<file path="config.mk">
export PLATFORM = sky130hd
export DESIGN_NAME = bram_pixel_streamer_flat
export DESIGN_NICKNAME = d
export VERILOG_FILES = /design/src/rtl/bram_pixel_streamer_if.sv /design/src/rtl/bram_pixel_streamer.sv /design/src/flat_wrapper.sv
export SDC_FILE = /design/constraint.sdc
export NUM_CORES = 1
export LEC_CHECK = 0
export ABC_AREA = 1
export ABC_CLOCK_PERIOD_IN_PS = 2290
export CAP_MARGIN = 40
export CORE_MARGIN = 3
export CORE_UTILIZATION = 55
export CTS_CLUSTER_DIAMETER = 80
export CTS_CLUSTER_SIZE = 14
export DETAILED_ROUTE_END_ITERATION = 8
export PLACE_DENSITY = 0.8
export RECOVER_POWER = 25
export SETUP_SLACK_MARGIN = 0.2
export SYNTH_ARGS = -nofsm -noshare
export SYNTH_HDL_FRONTEND = slang
export SYNTH_SLANG_ARGS = --single-unit
</file>
<file path="constraint.sdc">
create_clock -name clka -period 2.29 [get_ports clka]
set_input_delay 0.458 -clock clka [delete_from_list [all_inputs] [get_ports clka]]
set_output_delay 0.458 -clock clka [all_outputs]
set_load 0.005 [all_outputs]
</file>
<file path="src/rtl/bram_pixel_streamer_if.sv">
// BRAM read port plus the pixel stream leaving the streamer.
interface bram_pixel_streamer_if #(
  parameter int ADDR_W = 18,
  parameter int DATA_W = 24
);
  logic              bram_en;
  logic [ADDR_W-1:0] bram_addr;
  logic [DATA_W-1:0] bram_dout;
  logic              m_valid;
  logic              m_ready;
  logic [DATA_W-1:0] m_data;
  logic [11:0]       m_x;
  logic [11:0]       m_y;
  logic              m_sof;
  logic              m_eol;
  logic              m_eof;

  modport master (
    output bram_en, bram_addr, m_valid, m_data, m_x, m_y, m_sof, m_eol, m_eof,
    input  bram_dout, m_ready
  );

  modport slave (
    input  bram_en, bram_addr, m_valid, m_data, m_x, m_y, m_sof, m_eol, m_eof,
    output bram_dout, m_ready
  );
endinterface

</file>
<file path="src/rtl/bram_pixel_streamer.sv">
// Streams one stored frame out of the image BRAM in raster order.
// Reads are credit-limited so that everything in flight always fits in the
// output FIFO; x/y and frame/line markers are derived on the pop side.
module bram_pixel_streamer #(
  parameter int ADDR_W = 18,
  parameter int DATA_W = 24,
  parameter int IMG_W  = 500,
  parameter int IMG_H  = 400,
  parameter int RD_LAT = 1,
  parameter int FIFO_D = 4
) (
  input  logic clka,
  input  logic rst_n,
  input  logic start,
  output logic busy,
  output logic done,
  bram_pixel_streamer_if.master bus
);
  localparam int PTR_W = $clog2(FIFO_D);
  localparam int CNT_W = PTR_W + 1;
  localparam logic [ADDR_W-1:0] LAST_ADDR = ADDR_W'(IMG_W * IMG_H - 1);
  localparam logic [11:0] LAST_X = 12'(IMG_W - 1);
  localparam logic [11:0] LAST_Y = 12'(IMG_H - 1);

  typedef enum logic [1:0] {IDLE, READ, DRAIN, DONE} state_t;

  state_t            state_q, state_d;
  logic [ADDR_W-1:0] addr_q, addr_d;
  logic [RD_LAT-1:0] vld_pipe_q, vld_pipe_d;
  logic [DATA_W-1:0] mem_q [FIFO_D];
  logic [DATA_W-1:0] mem_d [FIFO_D];
  logic [PTR_W-1:0]  wr_ptr_q, wr_ptr_d, rd_ptr_q, rd_ptr_d;
  logic [CNT_W-1:0]  fifo_cnt_q, fifo_cnt_d;
  logic [11:0]       x_q, x_d, y_q, y_d;
  logic [CNT_W-1:0]  inflight;
  logic              credit, issue, fifo_wr, pop;

  // Reads issued but not yet landed in the FIFO still hold a FIFO slot.
  always_comb begin
    inflight = '0;
    for (int i = 0; i < RD_LAT; i++) inflight = inflight + CNT_W'(vld_pipe_q[i]);
  end

  assign credit  = (inflight + fifo_cnt_q) < CNT_W'(FIFO_D);
  assign fifo_wr = vld_pipe_q[RD_LAT-1];
  assign pop     = bus.m_valid & bus.m_ready;

  // Frame sequencing: issue reads while credit lasts, then drain the FIFO.
  always_comb begin
    state_d = state_q;
    addr_d  = addr_q;
    issue   = 1'b0;
    case (state_q)
      IDLE: if (start) begin
        state_d = READ;
        addr_d  = '0;
      end
      READ: if (credit) begin
        issue  = 1'b1;
        addr_d = addr_q + ADDR_W'(1);
        if (addr_q == LAST_ADDR) state_d = DRAIN;
      end
      // Leave on the cycle the last beat pops so done follows it directly.
      DRAIN: if (inflight == '0 &&
                 (fifo_cnt_q == '0 || (fifo_cnt_q == CNT_W'(1) && pop)))
        state_d = DONE;
      DONE: state_d = IDLE;
      default: state_d = IDLE;
    endcase
  end

  // Read-latency tracker and FIFO bookkeeping.
  always_comb begin
    vld_pipe_d    = vld_pipe_q;
    vld_pipe_d[0] = issue;
    for (int i = 1; i < RD_LAT; i++) vld_pipe_d[i] = vld_pipe_q[i-1];
    mem_d = mem_q;
    if (fifo_wr) mem_d[wr_ptr_q] = bus.bram_dout;
    wr_ptr_d   = fifo_wr ? wr_ptr_q + PTR_W'(1) : wr_ptr_q;
    rd_ptr_d   = pop ? rd_ptr_q + PTR_W'(1) : rd_ptr_q;
    fifo_cnt_d = fifo_cnt_q + CNT_W'(fifo_wr) - CNT_W'(pop);
  end

  // Coordinates advance per accepted beat, not per read.
  always_comb begin
    x_d = x_q;
    y_d = y_q;
    if (state_q == DONE) begin
      x_d = '0;
      y_d = '0;
    end else if (pop) begin
      if (x_q == LAST_X) begin
        x_d = '0;
        y_d = (y_q == LAST_Y) ? '0 : y_q + 12'd1;
      end else begin
        x_d = x_q + 12'd1;
      end
    end
  end

  // State registers.
  always_ff @(posedge clka or negedge rst_n) begin
    if (!rst_n) begin
      state_q    <= IDLE;
      addr_q     <= '0;
      vld_pipe_q <= '0;
      for (int i = 0; i < FIFO_D; i++) mem_q[i] <= '0;
      wr_ptr_q   <= '0;
      rd_ptr_q   <= '0;
      fifo_cnt_q <= '0;
      x_q        <= '0;
      y_q        <= '0;
    end else begin
      state_q    <= state_d;
      addr_q     <= addr_d;
      vld_pipe_q <= vld_pipe_d;
      mem_q      <= mem_d;
      wr_ptr_q   <= wr_ptr_d;
      rd_ptr_q   <= rd_ptr_d;
      fifo_cnt_q <= fifo_cnt_d;
      x_q        <= x_d;
      y_q        <= y_d;
    end
  end

  assign busy          = (state_q == READ) || (state_q == DRAIN);
  assign done          = (state_q == DONE);
  assign bus.bram_en   = issue;
  assign bus.bram_addr = addr_q;
  assign bus.m_valid   = (fifo_cnt_q != '0);
  assign bus.m_data    = bus.m_valid ? mem_q[rd_ptr_q] : '0;
  assign bus.m_x       = x_q;
  assign bus.m_y       = y_q;
  assign bus.m_sof     = bus.m_valid && x_q == '0 && y_q == '0;
  assign bus.m_eol     = bus.m_valid && x_q == LAST_X;
  assign bus.m_eof     = bus.m_valid && x_q == LAST_X && y_q == LAST_Y;
endmodule

</file>
<file path="src/flat_wrapper.sv">
// flat-port wrapper written by rule: the top's interface ports become plain ports
module bram_pixel_streamer_flat 
#(
  parameter int ADDR_W = 18,
  parameter int DATA_W = 24,
  parameter int IMG_W  = 500,
  parameter int IMG_H  = 400,
  parameter int RD_LAT = 1,
  parameter int FIFO_D = 4
)
  (clka, rst_n, start, busy, done, bus_bram_en, bus_bram_addr, bus_m_valid, bus_m_data, bus_m_x, bus_m_y, bus_m_sof, bus_m_eol, bus_m_eof, bus_bram_dout, bus_m_ready);
  bram_pixel_streamer_if #(.ADDR_W(ADDR_W), .DATA_W(DATA_W)) bus_i ();
  input  logic clka;
  input  logic rst_n;
  input  logic start;
  output logic busy;
  output logic done;
  output wire logic [$bits(bus_i.bram_en)-1:0] bus_bram_en;
  output wire logic [$bits(bus_i.bram_addr)-1:0] bus_bram_addr;
  output wire logic [$bits(bus_i.m_valid)-1:0] bus_m_valid;
  output wire logic [$bits(bus_i.m_data)-1:0] bus_m_data;
  output wire logic [$bits(bus_i.m_x)-1:0] bus_m_x;
  output wire logic [$bits(bus_i.m_y)-1:0] bus_m_y;
  output wire logic [$bits(bus_i.m_sof)-1:0] bus_m_sof;
  output wire logic [$bits(bus_i.m_eol)-1:0] bus_m_eol;
  output wire logic [$bits(bus_i.m_eof)-1:0] bus_m_eof;
  input wire logic [$bits(bus_i.bram_dout)-1:0] bus_bram_dout;
  input wire logic [$bits(bus_i.m_ready)-1:0] bus_m_ready;
  assign bus_bram_en = bus_i.bram_en;
  assign bus_bram_addr = bus_i.bram_addr;
  assign bus_m_valid = bus_i.m_valid;
  assign bus_m_data = bus_i.m_data;
  assign bus_m_x = bus_i.m_x;
  assign bus_m_y = bus_i.m_y;
  assign bus_m_sof = bus_i.m_sof;
  assign bus_m_eol = bus_i.m_eol;
  assign bus_m_eof = bus_i.m_eof;
  assign bus_i.bram_dout = bus_bram_dout;
  assign bus_i.m_ready = bus_m_ready;
  bram_pixel_streamer #(.ADDR_W(ADDR_W), .DATA_W(DATA_W), .IMG_W(IMG_W), .IMG_H(IMG_H), .RD_LAT(RD_LAT), .FIFO_D(FIFO_D)) u_core (.clka(clka), .rst_n(rst_n), .start(start), .busy(busy), .done(done), .bus(bus_i));
endmodule
</file>
Fig. 1: pin placement
Scale: 4 px per um. Pins as bars across the die edge, other pins in grey.
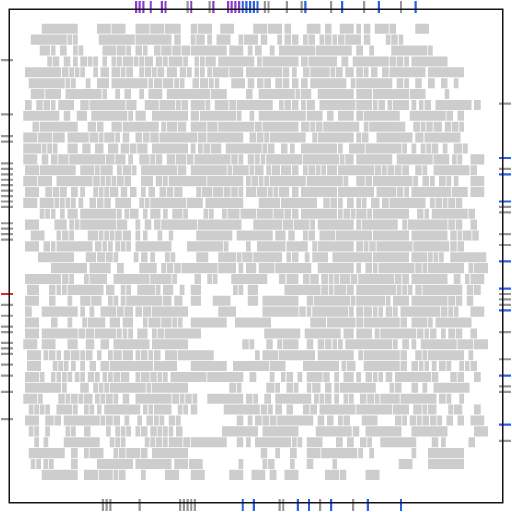
- purple: bus_m_x (pins 12; direction output; edge top)
- blue: bus_bram_dout (pins 24; direction input; edge 9 top, 8 right, 7 bottom)
- red: busy (pins 1; direction output; edge left)
- all pins by edge: 30 top, 29 left, 22 right, 20 bottom
die y size: 123 um
chip width: 123 um
port bufs: 100

==> metrics.yaml <==
ff_type: "dfrtp_1"
worstRegToRegCells: 9
outcome: "complete, no violations"
finish.net_count: 1192
power.clock.total_mw: 2.85
place.detailed.hpwl_um: 12000
top_signal_layer_used: "met4"
detail_route.iter0.violations: 632
synth_top_area_share_pct: 49.2
dr.pass1.iters: 8
worst_skew_pair.late_latency_ns: 0.42
chipArea_sq_mm: 0.0151
min_path_type: "flop to flop"
cts-root-to-sink-buffers: 2
detailed_place.area_sq_mm: 0.00881
post-synth-top-count-cell: "nand2_1"
average_instance_area_after_synthesis_sq_um: 7.65
via_count: 7661
synth_stat.cells: 985
gr_peak_layer: "met2"
worstReg2RegEnd: "u_core.bus.m_y[5]"
seq_power_mw: 4.44
critical_path_peak_fanout: 5
wl_met3_um: 1530
worstSetupEndpoint: "bus_m_data[2]"
enable_flop_cells: 0
htreeDepth: 4
grt-ovfl-total: 0
cts_tree: "yes"
startpoint_type: "flop"
ys_async_sr_fraction_pct: 100
worst_hold_path.num_cells: 2
worst_pin_slew_ns: 1.27
max_slew_margin_pct: 15.5
floorplan.core_area_sq_mm: 0.0133
power.clock.fraction_pct: 20.1
floorplanUtilization_pct: 56.6
worstSetupEndpointType: "primary output"
gp_congestion: 0.936
post-route-period-util_pct: 99.9
groute.layer.met2.usage_pct: 49.1
cts.root.buffer_cell: "clkbuf_16"
critPathRequiredTime_ns: 1.83
Fig. 2: wiring by layer
Scale: 4 px per um. Two of the layers only.
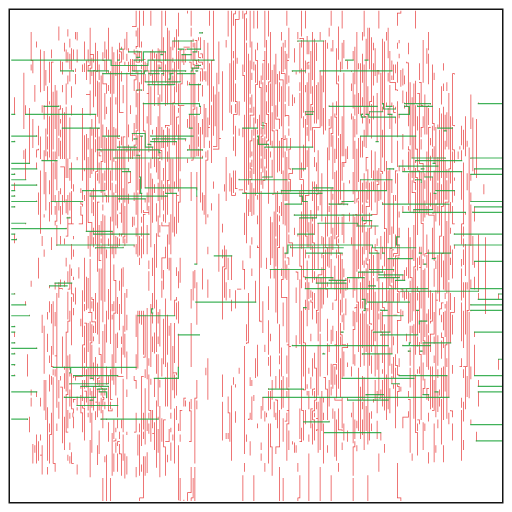
- red: metal 2 (wire length 11200 um)
- green: metal 3 (wire length 1530 um)
wirelength, routed: 22400 um
detail-routed net length per standard cell: 16.8 um
global-route usage over all layers: 29.4%

[cell usage in the layout, fill, tap and decap left out, drive strengths merged, types with 2 or more instances in the layout]
master and count:
nand2 218, o21ai 177, nor2 161, dfrtp 148
buf 112, inv 86, clkdlybuf4s50 68, nand3 38
a21oi 37, clkbuf 26, nand4 24, ha 18
nor3 16, clkinv 9, xor2 4, bufinv 3
nor4 2, or2 2, bufbuf 2, dlygate4sd2 2
[what timing repair did]
| action | in CTS | in global routing |
|---|---|---|
| pin swaps | 50 | 43 |
| hold buffers | 1 | 0 |
| hold endpoints to repair | 48 | 0 |
| endpoints found under the setup margin | 30 | 32 |
| gates cloned | 9 | 1 |
| resized | 227 | 59 |
| setup buffers | 37 | 10 |
[cell families after synthesis]
logic type / share of synthesized area (%)
adders and majority gates: 2.99
DFF: 49.2
and+or+nand+nor: 25.4
xor gates and xnor gates: 0.581
buffers and inverters: 7.48
AOI/OAI and AO/OA: 14.4
[metrics by stage]
stage                     TNS (ns)  std cells  hold WS, ns  power [mW]  util (%)
final                            0       1334        0.483        14.2      78.0
after global routing        -0.190       1334        0.516        15.1      78.0
after CTS                        0       1323        0.482        13.4      76.1
after detailed placement         0       1245        0.431        9.37      66.3
after global placement           0       1245        0.432        9.19      66.3
after floorplan                  0        985        0.162        7.17         -
[flip-flops by register name, indices dropped and copies added (netlist names)]
signal,flops
u_core.fifo_cnt_q,3
u_core.mem_q,96
u_core.state_q,2
u_core.rd_ptr_q,2
u_core.bus.bram_addr,18
u_core.wr_ptr_q,2
u_core.fifo_wr,1
u_core.bus.m_x,12
u_core.bus.m_y,12
[layout make-up]
cell class,instances,area (sq um)
clock buffer,22,474
clock inverter,9,128
fill,879,2930
inverter,89,349
multi-input combinational,700,3610
sequential,148,3710
tap,176,220
timing repair buffer,190,1880
Power and IR drop assume default switching activity.
